File: src/rtl/seg7_pkg.sv
// Shared constants for the 7-segment bus: segment codes, blank pattern, monitor FSM states.
// Codes are active-low with segments a..g in bits 7..1 and dp in bit 0 (shown as 1).
package seg7_pkg;

  localparam int unsigned DEFAULT_STABLE_CYCLES = 4;

  localparam logic [7:0] SEG_BLANK = 8'hFF;

  // Index i holds the pattern for hex value i.
  localparam logic [7:0] SEG_CODE [16] = '{
    8'h03, 8'h9F, 8'h25, 8'h0D, 8'h99, 8'h49, 8'h41, 8'h1F,
    8'h01, 8'h09, 8'h11, 8'hC1, 8'hE5, 8'h85, 8'h61, 8'h71
  };

  typedef enum logic [1:0] {
    ST_IDLE     = 2'd0,
    ST_SETTLING = 2'd1,
    ST_STABLE   = 2'd2
  } state_e;

endpackage

File: src/rtl/seg7_pattern_decode.sv
// Combinational decode of segments a..g (dp excluded) into a hex value.
// is_valid_o flags one of the 16 known codes; is_blank_o flags all segments off.
module seg7_pattern_decode
  import seg7_pkg::*;
(
  input  logic [6:0] seg_i,
  output logic [3:0] value_o,
  output logic       is_valid_o,
  output logic       is_blank_o
);

  always_comb begin
    value_o    = 4'h0;
    is_valid_o = 1'b0;
    for (int i = 0; i < 16; i++) begin
      if (seg_i == SEG_CODE[i][7:1]) begin
        value_o    = 4'(i);
        is_valid_o = 1'b1;
      end
    end
    is_blank_o = (seg_i == SEG_BLANK[7:1]);
  end

endmodule

File: src/rtl/seg7_digit_monitor.sv
// Glitch-filtering monitor for an active-low 7-segment bus: decodes stable patterns to hex digits.
// Build with SEG7_SEQ_CHECK_EN defined to flag digits that break the 0..9 roulette order.
module seg7_digit_monitor
  import seg7_pkg::*;
#(
  parameter int unsigned STABLE_CYCLES = DEFAULT_STABLE_CYCLES
) (
  input  logic       clk,
  input  logic       rst,
  input  logic [7:0] seg_in,
  output logic [3:0] digit_out,
  output logic       digit_valid,
  output logic       pattern_err,
  output logic       seq_err,
  output logic [7:0] digit_count
);

  localparam logic [7:0] CNT_LAST = 8'(STABLE_CYCLES - 1);

  logic [7:0] s_reg_q;
  logic [7:0] cand_q, cand_d;
  logic [7:0] cnt_q, cnt_d;
  logic [6:0] acc_q, acc_d;
  state_e     state_q, state_d;
  logic [3:0] digit_q, digit_d;
  logic       dv_q, dv_d;
  logic       pe_q, pe_d;
  logic [7:0] count_q, count_d;

  logic [3:0] dec_value;
  logic       dec_valid;
  logic       dec_blank;

  seg7_pattern_decode u_decode (
    .seg_i      (cand_q[7:1]),
    .value_o    (dec_value),
    .is_valid_o (dec_valid),
    .is_blank_o (dec_blank)
  );

  always_ff @(posedge clk) begin
    if (rst) begin
      s_reg_q <= SEG_BLANK;
      cand_q  <= SEG_BLANK;
      cnt_q   <= 8'd0;
      acc_q   <= SEG_BLANK[7:1];
      state_q <= ST_IDLE;
      digit_q <= 4'h0;
      dv_q    <= 1'b0;
      pe_q    <= 1'b0;
      count_q <= 8'd0;
    end else begin
      s_reg_q <= seg_in;
      cand_q  <= cand_d;
      cnt_q   <= cnt_d;
      acc_q   <= acc_d;
      state_q <= state_d;
      digit_q <= digit_d;
      dv_q    <= dv_d;
      pe_q    <= pe_d;
      count_q <= count_d;
    end
  end

  always_comb begin
    cand_d  = cand_q;
    cnt_d   = cnt_q;
    acc_d   = acc_q;
    state_d = state_q;
    digit_d = digit_q;
    dv_d    = 1'b0;
    pe_d    = 1'b0;
    count_d = count_q;
    // Any change, including dp alone, restarts the settle window.
    if (s_reg_q != cand_q) begin
      cand_d  = s_reg_q;
      cnt_d   = 8'd0;
      state_d = ST_SETTLING;
    end else if (state_q == ST_SETTLING) begin
      if (cnt_q == CNT_LAST) begin
        acc_d = cand_q[7:1];
        if (cand_q[7:1] == acc_q) begin
          state_d = ST_STABLE;
        end else if (dec_blank) begin
          state_d = ST_IDLE;
        end else if (dec_valid) begin
          digit_d = dec_value;
          dv_d    = 1'b1;
          count_d = count_q + 8'd1;
          state_d = ST_STABLE;
        end else begin
          pe_d    = 1'b1;
          state_d = ST_STABLE;
        end
      end else begin
        cnt_d = cnt_q + 8'd1;
      end
    end
  end

`ifdef SEG7_SEQ_CHECK_EN
  logic [3:0] prev_q;
  logic       have_prev_q;
  logic       se_q;
  logic [3:0] succ;

  // Anything at or past 9 may only be followed by 0.
  assign succ = (prev_q >= 4'd9) ? 4'd0 : prev_q + 4'd1;

  always_ff @(posedge clk) begin
    if (rst) begin
      prev_q      <= 4'h0;
      have_prev_q <= 1'b0;
      se_q        <= 1'b0;
    end else begin
      se_q <= dv_d && have_prev_q && (dec_value != succ);
      if (dv_d) begin
        prev_q      <= dec_value;
        have_prev_q <= 1'b1;
      end
    end
  end

  assign seq_err = se_q;
`else
  assign seq_err = 1'b0;
`endif

  assign digit_out   = digit_q;
  assign digit_valid = dv_q;
  assign pattern_err = pe_q;
  assign digit_count = count_q;

endmodule
File: config.mk
export PLATFORM = sky130hd
export DESIGN_NAME = seg7_digit_monitor
export DESIGN_NICKNAME = d
export VERILOG_FILES = /design/src/rtl/seg7_pkg.sv /design/src/rtl/seg7_pattern_decode.sv /design/src/rtl/seg7_digit_monitor.sv
export SDC_FILE = /design/constraint.sdc
export NUM_CORES = 1
export LEC_CHECK = 0
export CELL_PAD_IN_SITES_DETAIL_PLACEMENT = 1
export CELL_PAD_IN_SITES_GLOBAL_PLACEMENT = 2
export CORE_ASPECT_RATIO = 1.75
export CORE_UTILIZATION = 35
export DETAILED_ROUTE_END_ITERATION = 8
export GPL_TIMING_DRIVEN = 0
export HOLD_SLACK_MARGIN = 0.06
export PLACE_DENSITY_LB_ADDON = 0.05
export SYNTH_ARGS = -nofsm -noshare
export SYNTH_HDL_FRONTEND = slang
export SYNTH_SLANG_ARGS = --single-unit
export TNS_END_PERCENT = 50
File: constraint.sdc
create_clock -name clk -period 5.1 [get_ports clk]
set_clock_uncertainty 0.05 [all_clocks]
set_input_delay 1.53 -clock clk [delete_from_list [all_inputs] [get_ports clk]]
set_output_delay 1.53 -clock clk [all_outputs]
set_load 0.005 [all_outputs]
Run 1, gate-type map:
(4 px per um)
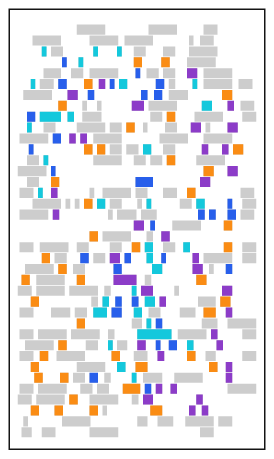
| family | color | cells |
|---|---|---|
| AND and OR gates | orange | 43 |
| NOR gates | cyan | 32 |
| inverting AOI/OAI gates | purple | 37 |
| NAND gates | blue | 31 |

Run 1, metal layers overlaid:
(3 px per um) Two of the layers only.
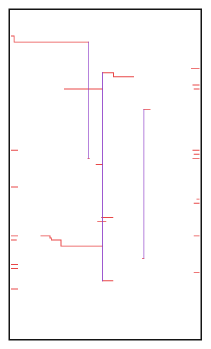
| layer | color | wire length |
|---|---|---|
| met4 | purple | 158 um |
| met3 | red | 122 um |

Run 1, routed clock nets over the placement:
(6 px per um)
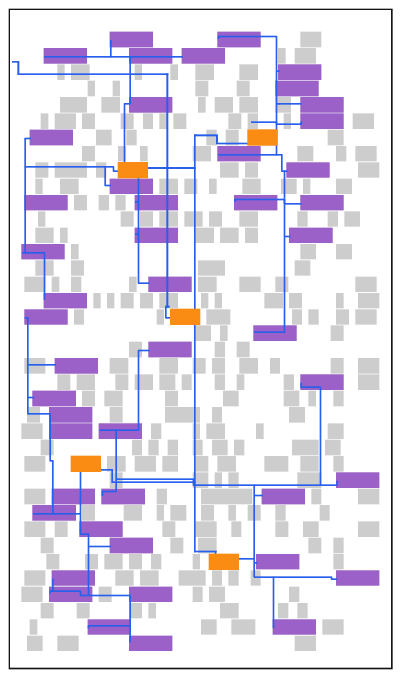
[cells driving clock nets] orange | count: 5
[clock wires] blue | length: 673 um
[flip-flops] purple | count: 47
flops lie: widely spread

==> reports/qor.yml, run 1 <==
io_pins: 25
cts_setup_buffers: 0
track_usage: 0.185
path_delay_family: "buffers and inverters"
antenna_left: 0
largest_area_cell: "dfxtp_1"
fin_nets: 297
clock.fmax_mhz: 341
first_iter_violations: 38
ys.flops: 47
num_rows: 38
total_power_uw: 662
core_area_um2: 6280
wire_per_inst_um: 15.6
layout.cells.non_filler: 366
cts_resized: 0
vias: 1927
root_buffer: "clkbuf_8"
ir_drop_v: 0.000147
path_cells: "clkdlybuf4s50_1"
numPortBuffers: 23
critPathBufInv: 1
synth_warnings: 0
tns_ns: 0
final_max_slew_viol_count: 0
warning_count: 26
cts_hold_buf: 0
flop_cell: "dfxtp_1"
synth_seq_share: 0.406
cp-end-kind: "primary output"
cts_buffer_depth: 2
antenna_found_initial: 0
hold_violations: 0
dr.pass1.iters: 4
path_class: "flip-flop to primary output"
drt_wl_total_mm: 5.72
synthCells: 255
synth-async-reset-ratio: 0
clkSlewWorstSetupHoldPaths_ns: 0.09
n_fill_cell: 758
dpl_cell_area_um2: 2650
final_area_um2: 2730
fp_util: 0.369
status: "completed"
top_cell_area_share: 0.406
cts_buffers: 5
syn_area_um2: 2320
cp.required_ns: 3.52
synth_dominant_cell_count: "dfxtp_1"
clk_latency_ns: 0.32
slowest_delay_ns: 0.55
critPathArrivalTime_ns: 1.35
area_leaders: "dfxtp_1, xnor2_1, or2_2, a211o_1, xor2_1"
-- run 1: layout by cell type (no fill, tap or decap), drive strengths merged, types with 2 or more instances in the layout --
cell type and n:
a211o 9, a211oi 3, a21oi 15, and2 2, and3 9, buf 12, clkbuf 13, clkdlybuf4s50 23
dfxtp 47, ha 2, inv 5, nand2 9, nand2b 2, nand3 10, nand4 9, nor2 16
nor2b 2, nor3 6, nor3b 3, nor4 3, nor4b 2, o21ai 7, o31ai 7, or2 17
or3 6, or3b 2, or4 5, xnor2 13, xor2 9
-- run 1: flip-flops by register name, indices dropped and copies added (netlist names) --
signal       cells
digit_valid      1
digit_count      8
cnt_q            8
s_reg_q          8
pattern_err      1
digit_out        4
acc_q            7
cand_q           8
state_q          2
-- run 1: logic make-up after synthesis --
family	count (synthesis)	synth area share
DFF	47	0.406
adders and majority gates	2	0.0108
other	1	0.00162
muxes	2	0.00918
xor gates and xnor gates	22	0.0832
AOI/OAI and AO/OA	51	0.154
and+or+nand+nor	106	0.280
buffers and inverters	24	0.0556
-- run 1: power by group --
group | total [mW] | internal [mW] | switching, mW
Combinational | 0.0558 | 0.0261 | 0.0297
Sequential | 0.378 | 0.373 | 0.00480
Clock | 0.228 | 0.0959 | 0.132
-- run 1: metal layers --
metal	GRT usage	vias to the layer above	routed length, um
met4	0.0909	0	157
met2	0.362	29	3220
li1	-	967	-
met5	0	-	0
met1	0.184	922	2220
met3	0.0280	9	122
-- run 1: cell type report --
class | instances | area (um2) | area share
multi-input cells | 184 | 1250 | 0.457
clock inverters | 2 | 12.5 | 0.00458
flip-flops and latches | 47 | 941 | 0.344
inverters | 5 | 18.8 | 0.00687
plain buffers | 19 | 110 | 0.0403
repair buffers | 23 | 230 | 0.0842
clock buffers | 6 | 72.6 | 0.0266
well taps | 80 | 100 | 0.0366
-- run 1: final timing paths --
check                               startpoint              to  slack [ns]
worst min-delay path                state_q[0]      state_q[0]        0.41
worst max-delay path            digit_count[0]  digit_count[0]        2.17
worst min register to register      state_q[0]      state_q[0]        0.41
worst max register to register       cand_q[6]  digit_count[6]        2.31
-- run 1: metrics by stage --
step           setup slack (ns)  utilization
2_1_floorplan              2.81            -
3_3_place_gp               1.90        0.422
3_5_place_dp               1.90        0.422
4_1_cts                    2.16        0.435
5_1_grt                    2.04        0.435
6_report                   2.17        0.435
Run 1, clock routing:
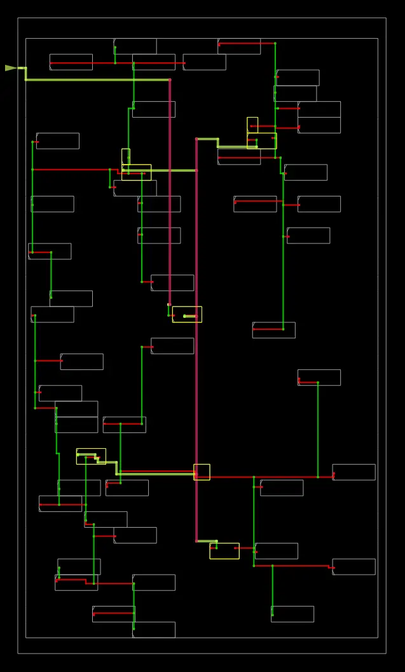

==> inputs of run 2 (changes only) <==
==> constraint.sdc (replaced) <==
create_clock -name clk -period 2.85 [get_ports clk]
set_clock_uncertainty 0.05 [all_clocks]
set_input_delay 0.855 -clock clk [delete_from_list [all_inputs] [get_ports clk]]
set_output_delay 0.855 -clock clk [all_outputs]
set_load 0.005 [all_outputs]
Run 2, clock routing:
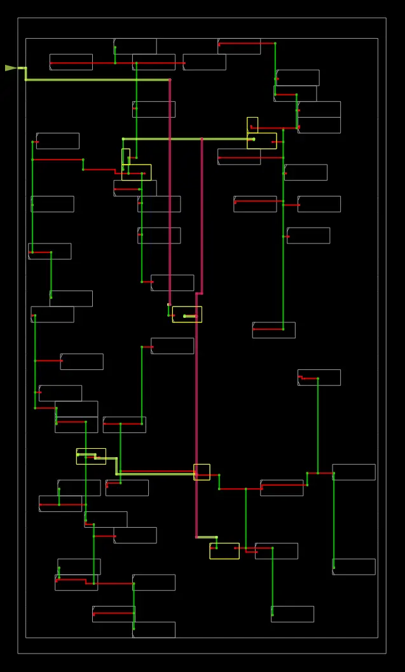
registers: 47
total clock sinks: 47
clock group total power: 410 uW
clk latency late pin: 0.32 ns
number of buffers created by CTS: 5

==> reports/qor.yml, run 2 <==
avgViaCountPerCell: 5.35  # was 5.27
antenna_left: 0  # unchanged
fp_util: 0.369  # unchanged
syn_to_final_growth_pct: 18.6  # was 17.9%
synth-edff-count: 0  # unchanged
drv_cap: 0  # unchanged
lay_top_cells: "dfxtp_1, clkdlybuf4s50_1, or2_2"  # unchanged
synth-async-reset-ratio: 0  # unchanged
io_pins: 25  # unchanged
wire_per_inst_um: 15.8  # was 15.6 um
cts_hold_buf: 0  # unchanged
num_rows: 38  # unchanged
layout.cells.non_filler: 367  # was 366
cts_buffer_depth: 2  # unchanged
root_buffer: "clkbuf_8"  # unchanged
clock.fmax_mhz: 383
cp.required_ns: 2.98  # was 3.52 ns
hold_violations: 0  # unchanged
numPortBuffers: 23  # unchanged
cp-start-kind: "flip-flop"  # unchanged
grt_max_degree: 15  # unchanged
layout_top_cell: "dfxtp_1"  # unchanged
die_h_um: 110  # unchanged
synthCells: 255  # unchanged
tns_ns: 0  # unchanged
p_leak_nw: 0.979  # was 0.972 nW
top_cell_area_share: 0.406  # unchanged
cp_max_fo: 10  # was 7
antenna_found_initial: 0  # unchanged
dr.pass1.iters: 4  # unchanged
grt_pass1_vias: 1989  # unchanged
dp_slack_ns: 0.0618  # was 1.90 ns
n_antenna_cell: 0  # unchanged
critPathArrivalTime_ns: 2.74  # was 1.35 ns
status: "completed"  # unchanged
clkSlewWorstSetupHoldPaths_ns: 0.09  # about the same
fin_crit_ns: 2.61
tightest_slew_ns: 0.594  # was 0.588 ns
path_class: "flip-flop to flip-flop"  # was flip-flop to primary output
area_leaders: "dfxtp_1, xnor2_1, or2_2, a211o_1, xor2_1"  # unchanged
fin_ws_ns: 0.240  # was 2.17 ns
ir_drop_v: 0.000265  # was 0.000147 V
min_path_type: "flip-flop to flip-flop"  # unchanged
cp-end-kind: "flip-flop"  # was primary output
synth_seq_share: 0.406  # unchanged
grt_pass1_wl_mm: 9.80  # unchanged
ys_area_um2: 2320  # unchanged
ys_cells: 255  # unchanged
drt_wl_total_mm: 5.78  # was 5.72 mm
grt_overflow_total: 0  # unchanged
fin_nets: 298  # was 297
place_inst: 358  # unchanged
hpwl_mm: 4.39  # unchanged
first_iter_violations: 37  # was 38
synth_warnings: 0  # unchanged
largest_area_cell: "dfxtp_1"  # unchanged
flop_cell: "dfxtp_1"  # unchanged
total_power_mw: 1.19  # was 662 uW
synth_dominant_cell_count: "dfxtp_1"  # unchanged
warning_count: 26  # unchanged
h-tree-depth: 2  # unchanged
track_usage: 0.185  # unchanged
power.density_nw_per_um2: 432  # was 242 nW/um2
final_max_slew_viol_count: 0  # unchanged
vias: 1964  # was 1,927
syn_area_um2: 2320  # unchanged
ys.flops: 47  # unchanged
cts_tree: "done"  # unchanged
core_area_um2: 6280  # unchanged
==> run 2: cells by family (layout without fill, tap and decap cells) <==
family / after synthesis / after routing / share of synthesized area
xor gates and xnor gates: 22 / 22 / 0.0832
other: 1 / 1 / 0.00162
DFF: 47 / 47 / 0.406
AOI/OAI and AO/OA: 51 / 51 / 0.154
muxes: 2 / 2 / 0.00918
and+or+nand+nor: 106 / 106 / 0.280
adders and majority gates: 2 / 2 / 0.0108
buffers and inverters: 24 / 56 / 0.0556
==> run 2: layout make-up <==
cell class,instances,area (um2)
inverter,5,18.8
sequential,47,941
timing repair buffer,25,245
clock buffer,6,72.6
buffer,18,106
fill,757,3530
clock inverter,2,12.5
multi-input combinational,184,1250
tap,80,100
==> run 2: final timing paths <==
| kind | start | endpoint | slack, ns | cells past startpoint |
|---|---|---|---|---|
| worst min-delay path | state_q[0] | state_q[0] | 0.41 | 2 |
| worst min register to register | state_q[0] | state_q[0] | 0.41 | 2 |
| worst max-delay path | cand_q[4] | digit_count[7] | 0.24 | 10 |
| worst max register to register | cand_q[4] | digit_count[7] | 0.24 | 10 |
==> run 2: metal layers <==
metal	up-vias	GRT usage	wire, um	share of wire
met2	29	0.362	3260	0.56
met1	959	0.184	2250	0.39
li1	968	-	-	-
met4	0	0.0909	158	0.027
met5	-	0	0	0
met3	8	0.0280	119	0.021
==> run 2: report_power, final <==
| part | internal, mW | switching [mW] | total, mW |
|---|---|---|---|
| sequential | 0.668 | 0.00862 | 0.677 |
| combinational | 0.0470 | 0.0547 | 0.102 |
| clock | 0.172 | 0.238 | 0.410 |
| total | 0.887 | 0.301 | 1.19 |
==> run 2: timing repair <==
action | 4_1_cts | 5_1_grt
setup endpoints to repair | 0 | 13
gates resized | 0 | 2
endpoints found under the hold margin | 0 | 0
buffers inserted | 0 | 2
==> run 2: worst max-delay path, stage by stage, from the launching register on <==
cell	delay, ns
dfxtp_1	0.49
buf_6	0.21
xnor2_1	0.13
nand4_1	0.22
nor2_4	0.28
nand4_1	0.13
buf_4	0.18
buf_1	0.20
buf_4	0.23
o31ai_1	0.25
a21oi_1	0.10
==> run 2: stage by stage <==
step	instance area, um2	hold WS (ns)	utilization
2_1_floorplan	2320	0.382	-
3_3_place_gp	2650	0.393	0.422
3_5_place_dp	2650	0.395	0.422
4_1_cts	2730	0.408	0.435
5_1_grt	2750	0.430	0.438
6_report	2750	0.407	0.438
==> inputs of run 3 (changes only) <==
--- a/config.mk
+++ b/config.mk
@@ -13,6 +13,7 @@
 export GPL_TIMING_DRIVEN = 0
 export HOLD_SLACK_MARGIN = 0.06
 export PLACE_DENSITY_LB_ADDON = 0.05
+export SLEW_MARGIN = 20
 export SYNTH_ARGS = -nofsm -noshare
 export SYNTH_HDL_FRONTEND = slang
 export SYNTH_SLANG_ARGS = --single-unit
Run 3, metal layers overlaid:
(3 px per um) Two of the layers only.
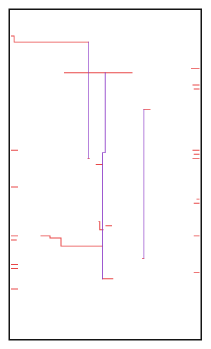
| layer | color | wire length |
|---|---|---|
| met3 | red | 120 um |
| met4 | purple | 158 um |

==> reports/qor.yml, run 3 <==
status: "completed"  # unchanged
ir_drop_v: 0.000265  # unchanged
tns_ns: 0  # unchanged
numPortBuffers: 23  # unchanged
synth_warnings: 0  # unchanged
cp-end-kind: "flip-flop"  # unchanged
clk_latency_ns: 0.32  # about the same
largest_area_cell: "dfxtp_1"  # unchanged
fp_util: 0.369  # unchanged
lay_top_cells: "dfxtp_1, clkdlybuf4s50_1, or2_2"  # unchanged
area_leaders: "dfxtp_1, xnor2_1, or2_2, a211o_1, xor2_1"  # unchanged
p_leak_nw: 0.979  # unchanged
synth_seq_share: 0.406  # unchanged
path_class: "flip-flop to flip-flop"  # unchanged
rrSetupSlack_ns: 0.24  # about the same
fin_nets: 298  # unchanged
first_iter_violations: 37  # unchanged
top_cell_area_share: 0.406  # unchanged
power.density_nw_per_um2: 432  # unchanged
syn_to_final_growth_pct: 18.6  # unchanged
antenna_left: 0  # unchanged
layout_top_cell: "dfxtp_1"  # unchanged
num_rows: 38  # unchanged
cp-start-kind: "flip-flop"  # unchanged
track_usage: 0.185  # unchanged
internal_power_uw: 887  # unchanged
fin_crit_ns: 2.61  # unchanged
ys.flops: 47  # unchanged
critPathArrivalTime_ns: 2.74  # about the same
use_met3: 0.0280  # unchanged
synth_dominant_cell_count: "dfxtp_1"  # unchanged
io_pins: 25  # unchanged
cts_tree: "done"  # unchanged
final_max_slew_viol_count: 0  # unchanged
synth-edff-count: 0  # unchanged
grt_pass1_vias: 1989  # unchanged
avgViaCountPerCell: 5.35  # unchanged
met2_usage: 0.362  # unchanged
dr.pass1.iters: 4  # unchanged
timing.rr.start: "cand_q[4]"  # unchanged
cp.required_ns: 2.98  # about the same
grt_max_degree: 15  # unchanged
seq_area_um2: 941  # unchanged
n_fill_cell: 757  # unchanged
root_buffer: "clkbuf_8"  # unchanged
clkSlewWorstSetupHoldPaths_ns: 0.09  # about the same
cts.sinks: 47  # unchanged
h-tree-depth: 2  # unchanged
cp_max_fo: 10  # unchanged
worstSetupStartpoint: "cand_q[4]"  # unchanged
hold_violations: 0  # unchanged
syn_area_um2: 2320  # unchanged
grt_pass1_wl_mm: 9.80  # unchanged
cts_hold_buf: 0  # unchanged
hold_slack_ns: 0.407  # unchanged
drv_cap: 0  # unchanged
cts_buffer_depth: 2  # unchanged
p_switching_uw: 301  # unchanged
clock.fmax_mhz: 383  # unchanged
grt_most_used_layer: "met2"  # unchanged
flop_cell: "dfxtp_1"  # unchanged
die_h_um: 110  # unchanged
ys_area_um2: 2320  # unchanged
vias: 1964  # unchanged
cts_buffers: 5  # unchanged
synth-async-reset-ratio: 0  # unchanged
switching_share: 0.254  # unchanged
run 3: power by group through the flow:
stage	Combinational [mW]	Sequential (mW)	Clock [mW]
floorplan	0.0692	0.690	0
global placement	0.100	0.692	0
detailed placement	0.101	0.692	0
CTS	0.101	0.677	0.430
global route	0.112	0.679	0.452
finish	0.102	0.677	0.410
run 3: cell families (layout without fill, tap and decap cells):
family / count (synthesis) / in the layout / share of synthesized area
and+or+nand+nor: 106 / 106 / 0.280
AOI/OAI and AO/OA: 51 / 51 / 0.154
DFF: 47 / 47 / 0.406
buffers and inverters: 24 / 56 / 0.0556
xor gates and xnor gates: 22 / 22 / 0.0832
adders and majority gates: 2 / 2 / 0.0108
muxes: 2 / 2 / 0.00918
other: 1 / 1 / 0.00162
run 3: timing repair:
item                       4_1_cts  5_1_grt
resized                          0        2
buffers inserted                 0        2
setup endpoints to repair        0       13
run 3: stage by stage:
step                      total power, mW  cells  setup WS, ns  utilization  instance area [um2]
after floorplan                     0.759    255         0.743            -                 2320
after global placement              0.792    358         0.104        0.422                 2650
after detailed placement            0.793    358        0.0618        0.422                 2650
after CTS                            1.21    366        0.0356        0.435                 2730
after global routing                 1.24    367        0.0191        0.438                 2750
final                                1.19    367         0.240        0.438                 2750
run 3: critical path, cell delays in order (launching register included):
cell and delay [ns]:
dfxtp_1 0.49, buf_6 0.21, xnor2_1 0.13, nand4_1 0.22, nor2_4 0.28, nand4_1 0.13, buf_4 0.18, buf_1 0.20
buf_4 0.23, o31ai_1 0.25, a21oi_1 0.10
run 3: area by class of cell:
cell class / instances / share of cell area
Clock buffer: 6 / 0.0264
Inverter: 5 / 0.00683
Timing Repair Buffer: 25 / 0.0892
Sequential cell: 47 / 0.342
Clock inverter: 2 / 0.00455
Buffer: 18 / 0.0387
Tap cell: 80 / 0.0364
Multi-Input combinational cell: 184 / 0.456
run 3: worst paths after layout:
path,end,cells after the start
worst max-delay path,digit_count[7],10
worst min-delay path,state_q[0],2
worst max register to register,digit_count[7],10
worst min register to register,state_q[0],2
run 3: layer usage:
| layer | wire (um) | vias up | share of wire |
|---|---|---|---|
| li1 | - | 968 | - |
| met1 | 2250 | 959 | 0.39 |
| met2 | 3260 | 29 | 0.56 |
| met3 | 119 | 8 | 0.021 |
| met4 | 158 | 0 | 0.027 |
| met5 | 0 | - | 0 |
Power figures rest on the tool's default switching activity, not on a simulated workload.
